**Run 1: met1 routing**

Scale bar: 20 microns. Supply wires on this layer in gray.
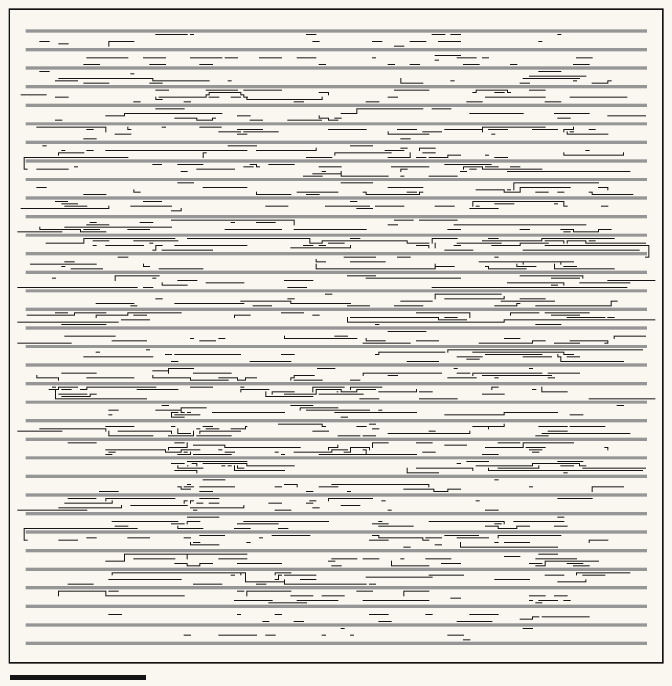
**Run 1: the metal 2 layer**

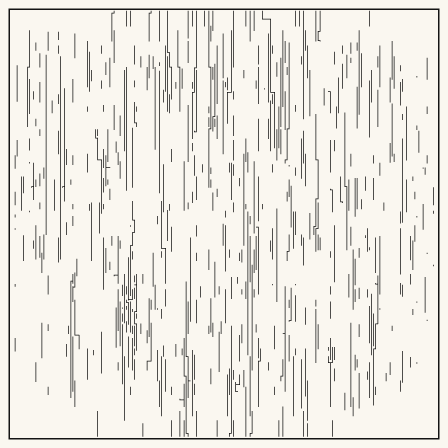
**Run 1: metal 3**

Scale bar: 20 microns.
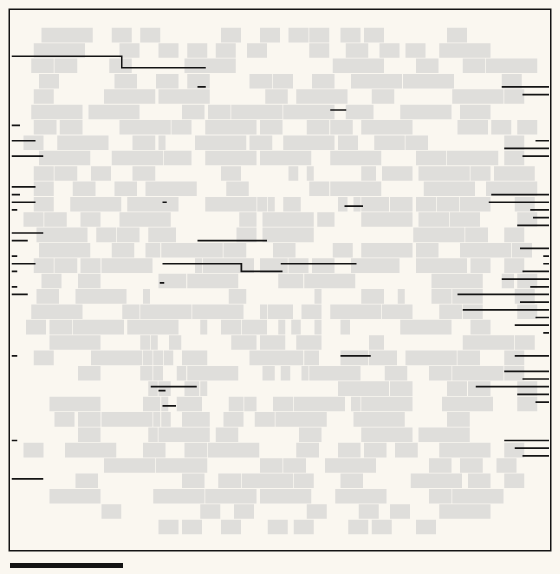
`config.mk`:
```
export PLATFORM = sky130hd
export DESIGN_NAME = tile_fetch_sequencer
export DESIGN_NICKNAME = d
export VERILOG_FILES = /design/src/rtl/tile_fetch_sequencer.sv
export SDC_FILE = /design/constraint.sdc
export NUM_CORES = 1
export LEC_CHECK = 0
export CAP_MARGIN = 20
export CORE_MARGIN = 2
export CORE_UTILIZATION = 45
export DETAILED_ROUTE_END_ITERATION = 12
export MAX_ROUTING_LAYER = met4
export PLACE_DENSITY_LB_ADDON = 0.08
export RECOVER_POWER = 25
export SYNTH_ARGS = -nofsm -noshare
export SYNTH_HDL_FRONTEND = slang
export SYNTH_SLANG_ARGS = --single-unit
```
`constraint.sdc`:
```
create_clock -name clk -period 3.4 [get_ports clk]
set_input_delay 0.85 -clock clk [delete_from_list [all_inputs] [get_ports clk]]
set_output_delay 0.85 -clock clk [all_outputs]
set_load 0.005 [all_outputs]
```
`src/rtl/tile_fetch_sequencer.sv`:
```
// Tile fetch sequencer: walks one scanline of tiles, fetching VRAM attributes and
// ROM bitplanes, and hands each tile to a 2-bitplane pixel shifter every 8 clocks.
module tile_fetch_sequencer #(
  parameter int unsigned COLS   = 32,
  parameter int unsigned COL_W  = 5,
  parameter int unsigned CODE_W = 10
) (
  input  logic                clk,
  input  logic                reset,
  input  logic                line_start,
  input  logic [7:0]          line_num,
  output logic [COL_W+4:0]    vram_addr,
  input  logic [15:0]         vram_q,
  output logic [CODE_W+2:0]   rom_addr,
  input  logic [7:0]          rom_q1,
  input  logic [7:0]          rom_q2,
  output logic [7:0]          data1,
  output logic [7:0]          data2,
  output logic                load,
  output logic                reverse,
  output logic [3:0]          color,
  output logic                busy
);

  localparam int unsigned VA_W   = COL_W + 5;
  localparam int unsigned ROM_AW = CODE_W + 3;

  typedef enum logic {IDLE, FETCH} state_t;

  state_t              state_q, state_d;
  logic [2:0]          phase_q, phase_d;
  logic [COL_W-1:0]    col_q, col_d;
  logic [7:0]          line_q, line_d;
  logic [CODE_W-1:0]   code_q, code_d;
  logic                flipx_q, flipx_d;
  logic                flipy_q, flipy_d;
  logic [3:0]          attr_q, attr_d;
  logic [7:0]          hold1_q, hold1_d;
  logic [7:0]          hold2_q, hold2_d;
  logic [VA_W-1:0]     vram_addr_q, vram_addr_d;
  logic [ROM_AW-1:0]   rom_addr_q, rom_addr_d;
  logic [7:0]          data1_q, data1_d;
  logic [7:0]          data2_q, data2_d;
  logic                load_q, load_d;
  logic                reverse_q, reverse_d;
  logic [3:0]          color_q, color_d;

  // Next-state: one fetch step per phase, tile handed over on the phase-7 edge
  always_comb begin
    state_d     = state_q;
    phase_d     = phase_q;
    col_d       = col_q;
    line_d      = line_q;
    code_d      = code_q;
    flipx_d     = flipx_q;
    flipy_d     = flipy_q;
    attr_d      = attr_q;
    hold1_d     = hold1_q;
    hold2_d     = hold2_q;
    vram_addr_d = vram_addr_q;
    rom_addr_d  = rom_addr_q;
    data1_d     = data1_q;
    data2_d     = data2_q;
    load_d      = load_q;
    reverse_d   = reverse_q;
    color_d     = color_q;

    if (state_q == FETCH) begin
      phase_d = 3'(phase_q + 3'd1);
      case (phase_q)
        3'd0: vram_addr_d = {line_q[7:3], col_q};
        3'd2: begin
          code_d  = vram_q[CODE_W-1:0];
          flipx_d = vram_q[15];
          flipy_d = vram_q[14];
          attr_d  = vram_q[13:10];
        end
        3'd3: rom_addr_d = {code_q, line_q[2:0] ^ {3{flipy_q}}};
        3'd5: begin
          hold1_d = rom_q1;
          hold2_d = rom_q2;
        end
        3'd6: begin
          // A restart on this edge abandons the tile, so it never gets a load pulse
          if (!line_start) begin
            data1_d = hold1_q;
            data2_d = hold2_q;
            load_d  = 1'b0;
          end
        end
        3'd7: begin
          load_d    = 1'b1;
          reverse_d = flipx_q;
          color_d   = attr_q;
          col_d     = COL_W'(col_q + COL_W'(1));
          if (col_q == COL_W'(COLS - 1)) begin
            state_d = IDLE;
          end
        end
        default: ;
      endcase
    end

    if (line_start) begin
      line_d  = line_num;
      col_d   = '0;
      phase_d = '0;
      state_d = FETCH;
    end
  end

  always_ff @(posedge clk or posedge reset) begin
    if (reset) begin
      state_q     <= IDLE;
      phase_q     <= '0;
      col_q       <= '0;
      line_q      <= '0;
      code_q      <= '0;
      flipx_q     <= 1'b0;
      flipy_q     <= 1'b0;
      attr_q      <= '0;
      hold1_q     <= '0;
      hold2_q     <= '0;
      vram_addr_q <= '0;
      rom_addr_q  <= '0;
      data1_q     <= '0;
      data2_q     <= '0;
      load_q      <= 1'b1;
      reverse_q   <= 1'b0;
      color_q     <= '0;
    end else begin
      state_q     <= state_d;
      phase_q     <= phase_d;
      col_q       <= col_d;
      line_q      <= line_d;
      code_q      <= code_d;
      flipx_q     <= flipx_d;
      flipy_q     <= flipy_d;
      attr_q      <= attr_d;
      hold1_q     <= hold1_d;
      hold2_q     <= hold2_d;
      vram_addr_q <= vram_addr_d;
      rom_addr_q  <= rom_addr_d;
      data1_q     <= data1_d;
      data2_q     <= data2_d;
      load_q      <= load_d;
      reverse_q   <= reverse_d;
      color_q     <= color_d;
    end
  end

  assign vram_addr = vram_addr_q;
  assign rom_addr  = rom_addr_q;
  assign data1     = data1_q;
  assign data2     = data2_q;
  assign load      = load_q;
  assign reverse   = reverse_q;
  assign color     = color_q;
  assign busy      = (state_q == FETCH);

endmodule

```
==> ds_physical_params.txt, run 1 <==
Physical design parameters

Parameter                              Value

Outcome
  Status    finished, final reports clean

Cells and area
  NumNets Final    383
  Sequential cell area    2354 sq um
  Final design instance area without fill    4922 sq um
  Count of antenna diodes in the layout    0
  Number of fillers in the final layout    roughly 700
  Area overhead of the layout relative to synthesis    30.48%
  Share of cells above drive strength 1    0.3086
  Most frequent logic cell in the layout    dfrtp_1

Yosys
  Netlist cell types    29
  Post-synth EDFFs    0
  Sequential fraction of the synthesis area    0.6239
  Post-Synthesis Cell Area    3772 sq um
  Main flop type after synthesis    dfrtp_1
  Total cell area reported by yosys after synthesis    ~3800 sq um
  Cells after synthesis    around 240
  Leading area contributor after synthesis    dfrtp_1
  Main area contributors    dfrtp_1 (62%), mux2_2 (21%), mux2_4 (4.0%)
  Fraction of synthesized cell area taken by the top area cell type    0.6169
  Post-synthesis async set-or-reset flop share    1.000
  Yosys warns    0
  Register bit count reported by yosys    94

Route
  Routed wire length    roughly 6.6 mm
  Wire length on met3    between 300 and 400 microns
  Total routed wire length on the met1 layer    just over 3 mm
  Antenna-violating nets left    0
  WL met2    between 3 and 4 mm
  Via count of the routed design    about 2200
  Top routing layer in use    met4
  Detailed router's first-iteration violation count    ~47

STA
  Setup clock skew after layout    between 6 and 7 ps
  RSZ-0062 raised after global routing    false
  Worst slew pin tran    936.1 ps
  Worst path setup slack after routing    just under 700 ps
  Final-report setup violation count    0
  Part of the cycle the worst path needs    0.7974
  Setup_tns    0 ps
  Number of pins exceeding their max-slew limit in the final report    0
  Minimum clock period    about 2700 ps
  Relative max-transition margin    0.3759

Power
  Sequential Power Share    0.516
  Power attributed to the clock group    713 uW
  PwrDens    between 600 and 700 nW/um^2
  Final Power    approximately 3100 uW
  Power in sequential cells    1620 uW
  Share of total power in combinational logic    0.257
  Top power group    sequential cells
  Power spent charging and discharging nets    ~770 uW
  Switching Fraction    0.2456
  Max IR drop VDD    0.3664 mV
  Combinational logic power    810 uW
  Pleak    about 0.0022 uW
  Internal Power    roughly 2400 uW

CTS
  Number of clock sinks seen by CTS    94
  Clock tree buffer depth    2
  Clock edge transition at the registers on the reported setup and hold paths    roughly 90 ps
  Number of buffers created by CTS    9
  Number of H-tree levels    3
  Clock latency of the later-clocked register in the worst-skew pair    about 350 ps
  Clk root buf    clkbuf_8
  # Post-CTS Setup Buffers    0
  Number of hold buffers added after CTS    0

Global routing
  Grt total ovfl    0
  Global-route track usage on met1    0.2195
  Via count of the first global-routing pass    2144
  Largest net degree at the start of global routing    slightly below 60
  Overall Global Routing Usage    0.1580
  Fraction of met2 tracks used by global routing    0.2261
  Routing usage on met3    0.03478

Placed design
  Post-Place Worst Slack    approximately 950 ps
  Placed cell area    4756 sq um
  HPWL after detailed placement    4.545 mm
  Placer Congestion    0.7206
  # port buffers    between 80 and 90

Worst setup path
  Largest driver fanout on the critical path    19
  Endpoint type of the worst setup path    flip-flop
  Critical path required time    about 3600 ps
  Reg2reg start    phase_q[1]
  Worst EP arrival    2950 ps
  Worst Path Class, Setup    primary input to flip-flop

Floorplanning
  Number of rows created at floorplan    33
  Core Footprint    8175 sq um
  Number of top-level design ports    89
  Effective utilization at floorplan    0.4614

Hold path
  Worst hold path type    flip-flop to flip-flop
-- 'met1 routing' (at the start) --
longest straight run	28.5 microns
share of all routed wire	47%
nets with wire on the layer	322
wire length on this layer	3110 microns

-- 'the metal 2 layer' (at the start) --
wire length on this layer	3090 microns
longest straight run	45.2 microns
nets with wire on the layer	345
main direction	vertical
share of all routed wire	47%

-- 'metal 3' (at the start) --
nets with wire on the layer	52
share of all routed wire	5.0%
main direction	horizontal
longest straight run	19.3 microns
wire length on this layer	328 microns

## run 1: state kept, by name, summed over array words and instances (netlist names)
register and flops:
attr_q 4, busy 1, code_q 10, col_q 5, color 4, data1 8, data2 8, flipx_q 1
flipy_q 1, hold1_q 8, hold2_q 8, line_q 8, load 1, phase_q 3, reverse 1, rom_addr 13
vram_addr 10
## run 1: synth_stat cells (2+ instances only)
cell     number
a21oi_1       4
xnor2_1       4
dfrtp_1      93
xor2_1        2
nand3_1       4
nand3_2       2
buf_2         4
inv_1         3
o21ai_0       4
nand2_2       2
nor2_1        5
mux2i_1       2
mux2_2       71
ha_1          8
mux2_4       10
nand2_1       6
buf_6         3
## run 1: worst max-delay path, cell delays in order
cell           delay, ps
dlygate4sd3_1        530
clkbuf_1             700
nand4b_4             480
mux2_2               380
## run 1: final timing paths
path,to,slack [ps],depth (start not counted)
worst min-delay path,rom_addr[1],490,2
worst max register to register,hold1_q[5],1520,4
max in group asynchronous,line_q[2],1680,3
min in group asynchronous,hold2_q[3],1090,2
worst max-delay path,data1[7],690,4
worst min register to register,rom_addr[1],490,2
## run 1: cell type report
cell class / instances / share of cell area
timing repair buffer: 91 / 0.1853
clock buffer: 10 / 0.02593
clock inverter: 6 / 0.01271
inverter: 4 / 0.003559
tap: 105 / 0.02669
sequential: 94 / 0.4781
multi-input combinational: 132 / 0.2677
## run 1: cells by family (layout without fill, tap and decap cells)
logic type,after synthesis,count (layout),share of synthesized area
fa+ha+maj,8,8,0.02654
compound gates,11,11,0.01626
simple gates,24,24,0.04080
buf+inv,13,111,0.02156
mux,83,83,0.2570
flops,94,94,0.6239
xor+xnor,6,6,0.01393
## run 1: metrics by stage
stage	cells	util
after floorplan	239	-
after global placement	426	0.5817
after detailed placement	426	0.5817
after CTS	442	0.6050
after global routing	442	0.6021
final	442	0.6021
==> inputs of run 2 (changes only) <==
==> constraint.sdc (replaced) <==
create_clock -name clk -period 2.25 [get_ports clk]
set_input_delay 0.5625 -clock clk [delete_from_list [all_inputs] [get_ports clk]]
set_output_delay 0.5625 -clock clk [all_outputs]
set_load 0.005 [all_outputs]
**Run 2: selected gate families**

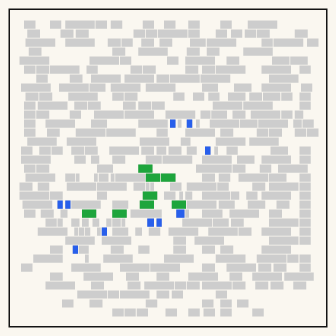
family	color	cells
aoi and oai cells	blue	10
fa/ha/maj cells	green	8

==> run 2 against run 1 <==
Net effect: power rose by 53%; sequential power increased by 51%; sequential cell count did not move; global-route usage is 0.079 points higher; clock power is about 60% higher; worst hold slack lost 12 ps; via count increased by 0.14%; sequential share of layout area shrank 0.28 points; final area rose by 0.58%; area after synthesis did not move; combinational power up 51%.
==> ds_physical_params.txt, run 2 <==
Physical design parameters

Parameter                              Value

Worst setup path
  Endpoint type of the worst setup path    output port (was flip-flop)
  Biggest cell delay along the critical path    550 ps (was 700 ps)
  Sum of buffers and inverters on the critical path    1 (was 2)
  Worst Path Class, Setup    flip-flop to output port (was primary input to flip-flop)
  Worst EP arrival    1390 ps (was 2950 ps)
  Cell-by-cell trace of the critical path    clkdlybuf4s50_1 (was dlygate4sd3_1 > clkbuf_1 > nand4b_4 > mux2_2)
  Largest driver fanout on the critical path    3 (was 19)
  Crit-path slowest cell    dfstp_2 (was clkbuf_1)
  Reg2reg start    phase_q[0] (was phase_q[1])

Placed design
  HPWL after detailed placement    4.454 mm (was 4.545 mm)
  Placer Congestion    0.6672 (was 0.7206)
  Post-Place Worst Slack    295.2 ps (was 945.6 ps)
  # port buffers    88 (unchanged)
  Placed cell area    4757 sq um (was 4756 sq um)

Hold path
  Worst Hold End    rom_addr[2] (was rom_addr[1])
  Worst hold path type    flip-flop to flip-flop (unchanged)
  Number of instances on the worst hold path    2 (unchanged)

Yosys
  Post-Synthesis Cell Area    3772 sq um (unchanged)
  Synthesized-area fraction occupied by and/or/nand/nor cells    0.04080 (unchanged)
  Cells after synthesis    239 (unchanged)
  Post-synth mux share    0.2570 (unchanged)
  Post-synthesis async set-or-reset flop share    1.000 (unchanged)
  Total cell area reported by yosys after synthesis    3772 sq um (unchanged)
  Fraction of synthesized cell area in xor and xnor cells    0.01393 (unchanged)
  Leading area contributor after synthesis    dfrtp_1 (unchanged)
  Fraction of synthesized cell area taken by the top area cell type    0.6169 (unchanged)
  Comb area leader    multiplexers (unchanged)
  Post-synth EDFFs    0 (unchanged)
  Main area contributors    dfrtp_1 (62%), mux2_2 (21%), mux2_4 (4.0%) (unchanged)
  Yosys warns    0 (unchanged)
  Main flop type after synthesis    dfrtp_1 (unchanged)

STA
  Number of pins exceeding their max-slew limit in the final report    0 (unchanged)
  Worst slew pin tran    1260 ps (was 936.1 ps)
  Relative max-transition margin    0.1597 (was 0.3759)
  Final-report setup violation count    0 (unchanged)
  RSZ-0062 raised after global routing    false (unchanged)
  Worst path setup slack after routing    293.8 ps (was 688.7 ps)
  Setup_tns    0 ps (unchanged)
  Setup clock skew after layout    13.30 ps (was 6.870 ps)

Cells and area
  Share of cells above drive strength 1    0.3214 (was 0.3086)
  Area overhead of the layout relative to synthesis    31.24% (was 30.48%)
  NumNets Final    383 (unchanged)
  Count of antenna diodes in the layout    0 (unchanged)
  Final design instance area without fill    4951 sq um (was 4922 sq um)
  Number of flip-flops under the largest register name    13 (unchanged)
  Most frequent logic cell in the layout    dfrtp_1 (unchanged)

CTS
  Clock edge transition at the registers on the reported setup and hold paths    90 ps (about the same)
  Clk root buf    clkbuf_8 (unchanged)
  Number of buffers created by CTS    9 (unchanged)
  Number of clock sinks seen by CTS    94 (unchanged)

Global routing
  Grt total ovfl    0 (unchanged)
  Global-route track usage on met1    0.2249 (was 0.2195)
  Overall Global Routing Usage    0.1588 (was 0.1580)
  Largest net degree at the start of global routing    95 (was 58)
  Fraction of met2 tracks used by global routing    0.2279 (was 0.2261)

Floorplanning
  Number of top-level design ports    89 (unchanged)
  Core Footprint    8175 sq um (unchanged)
  Number of rows created at floorplan    33 (unchanged)
  Effective utilization at floorplan    0.4614 (unchanged)

Power
  Pleak    0.002209 uW (was 0.002196 uW)
  Final Power    4818 uW (was 3147 uW)
  Max IR drop VDD    0.5058 mV (was 0.3664 mV)

Route
  Total routed wire length on the met1 layer    3.209 mm (was 3.108 mm)
  Top routing layer in use    met4 (unchanged)
  Antenna-violating nets left    0 (unchanged)
  WL met2    2.951 mm (was 3.094 mm)
  Detailed router's first-iteration violation count    41 (was 47)
  Routed wire length    6.573 mm (was 6.614 mm)
  Wire length on met3    327 microns (was 328 microns)

Outcome
  Status    finished, final reports clean (unchanged)
**Run 2: met1 routing**

Scale bar: 20 microns. Supply wires on this layer in gray.
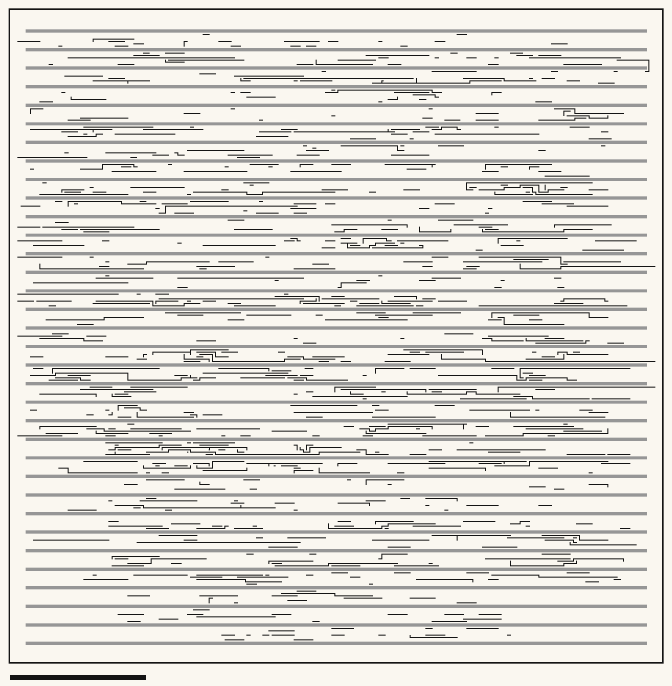
share of all routed wire	49%
longest straight run	24.8 microns
nets with wire on the layer	334
wire length on this layer	3210 microns
main direction	horizontal

## run 2: cell counts after synthesis
No cell type changed its count.
## run 2: worst max-delay path by stage
stage / startpoint / end / slack [ps] / cells after the start
after global routing: reset / attr_q[3] / 200 / 3
after CTS: load / load / 260 / 1
final: load / load / 290 / 1
after global placement: line_start / data2[5] / 310 / 3
after floorplan: reset / attr_q[0] / 580 / 1
after detailed placement: line_start / data2[2] / 300 / 3
## run 2: report_power, final
group / total, uW / internal [uW] / switching (uW)
combinational: 1220 / 882 / 343
sequential: 2450 / 2200 / 257
clock: 1140 / 575 / 565
## run 2: worst register-to-register path: stages, from the launching register on
cell	delay (ps)
dfrtp_1	430
inv_1	100
ha_1	270
nand3_2	400
mux2_2	430
## run 2: cell type report
cell class	count	area (sq um)	area share
Sequential cell	94	2354	0.4754
Multi-Input combinational cell	132	1338	0.2702
Timing Repair Buffer	91	903.4	0.1825
Clock buffer	11	151.4	0.03058
Tap cell	105	131.4	0.02654
Clock inverter	4	55.05	0.01112
Inverter	4	18.77	0.003791
## run 2: kinds of logic after synthesis
| logic type | Yosys count |
|---|---|
| flip-flops | 94 |
| buffers and inverters | 13 |
| XOR/XNOR | 6 |
| AND/OR/NAND/NOR | 24 |
| adder cells (fa/ha/maj) | 8 |
| AND-OR/OR-AND | 11 |
| multiplexers | 83 |
## run 2: stage by stage
step           utilization  hold slack, ps  instances
3_5_place_dp        0.5819           469.3        426
3_3_place_gp        0.5819           463.8        426
4_1_cts             0.6071           489.5        441
6_report            0.6056           483.0        441
5_1_grt             0.6056           513.3        441
2_1_floorplan            -           473.3        239
No activity file was given, so power comes from the tool's default toggle rates.
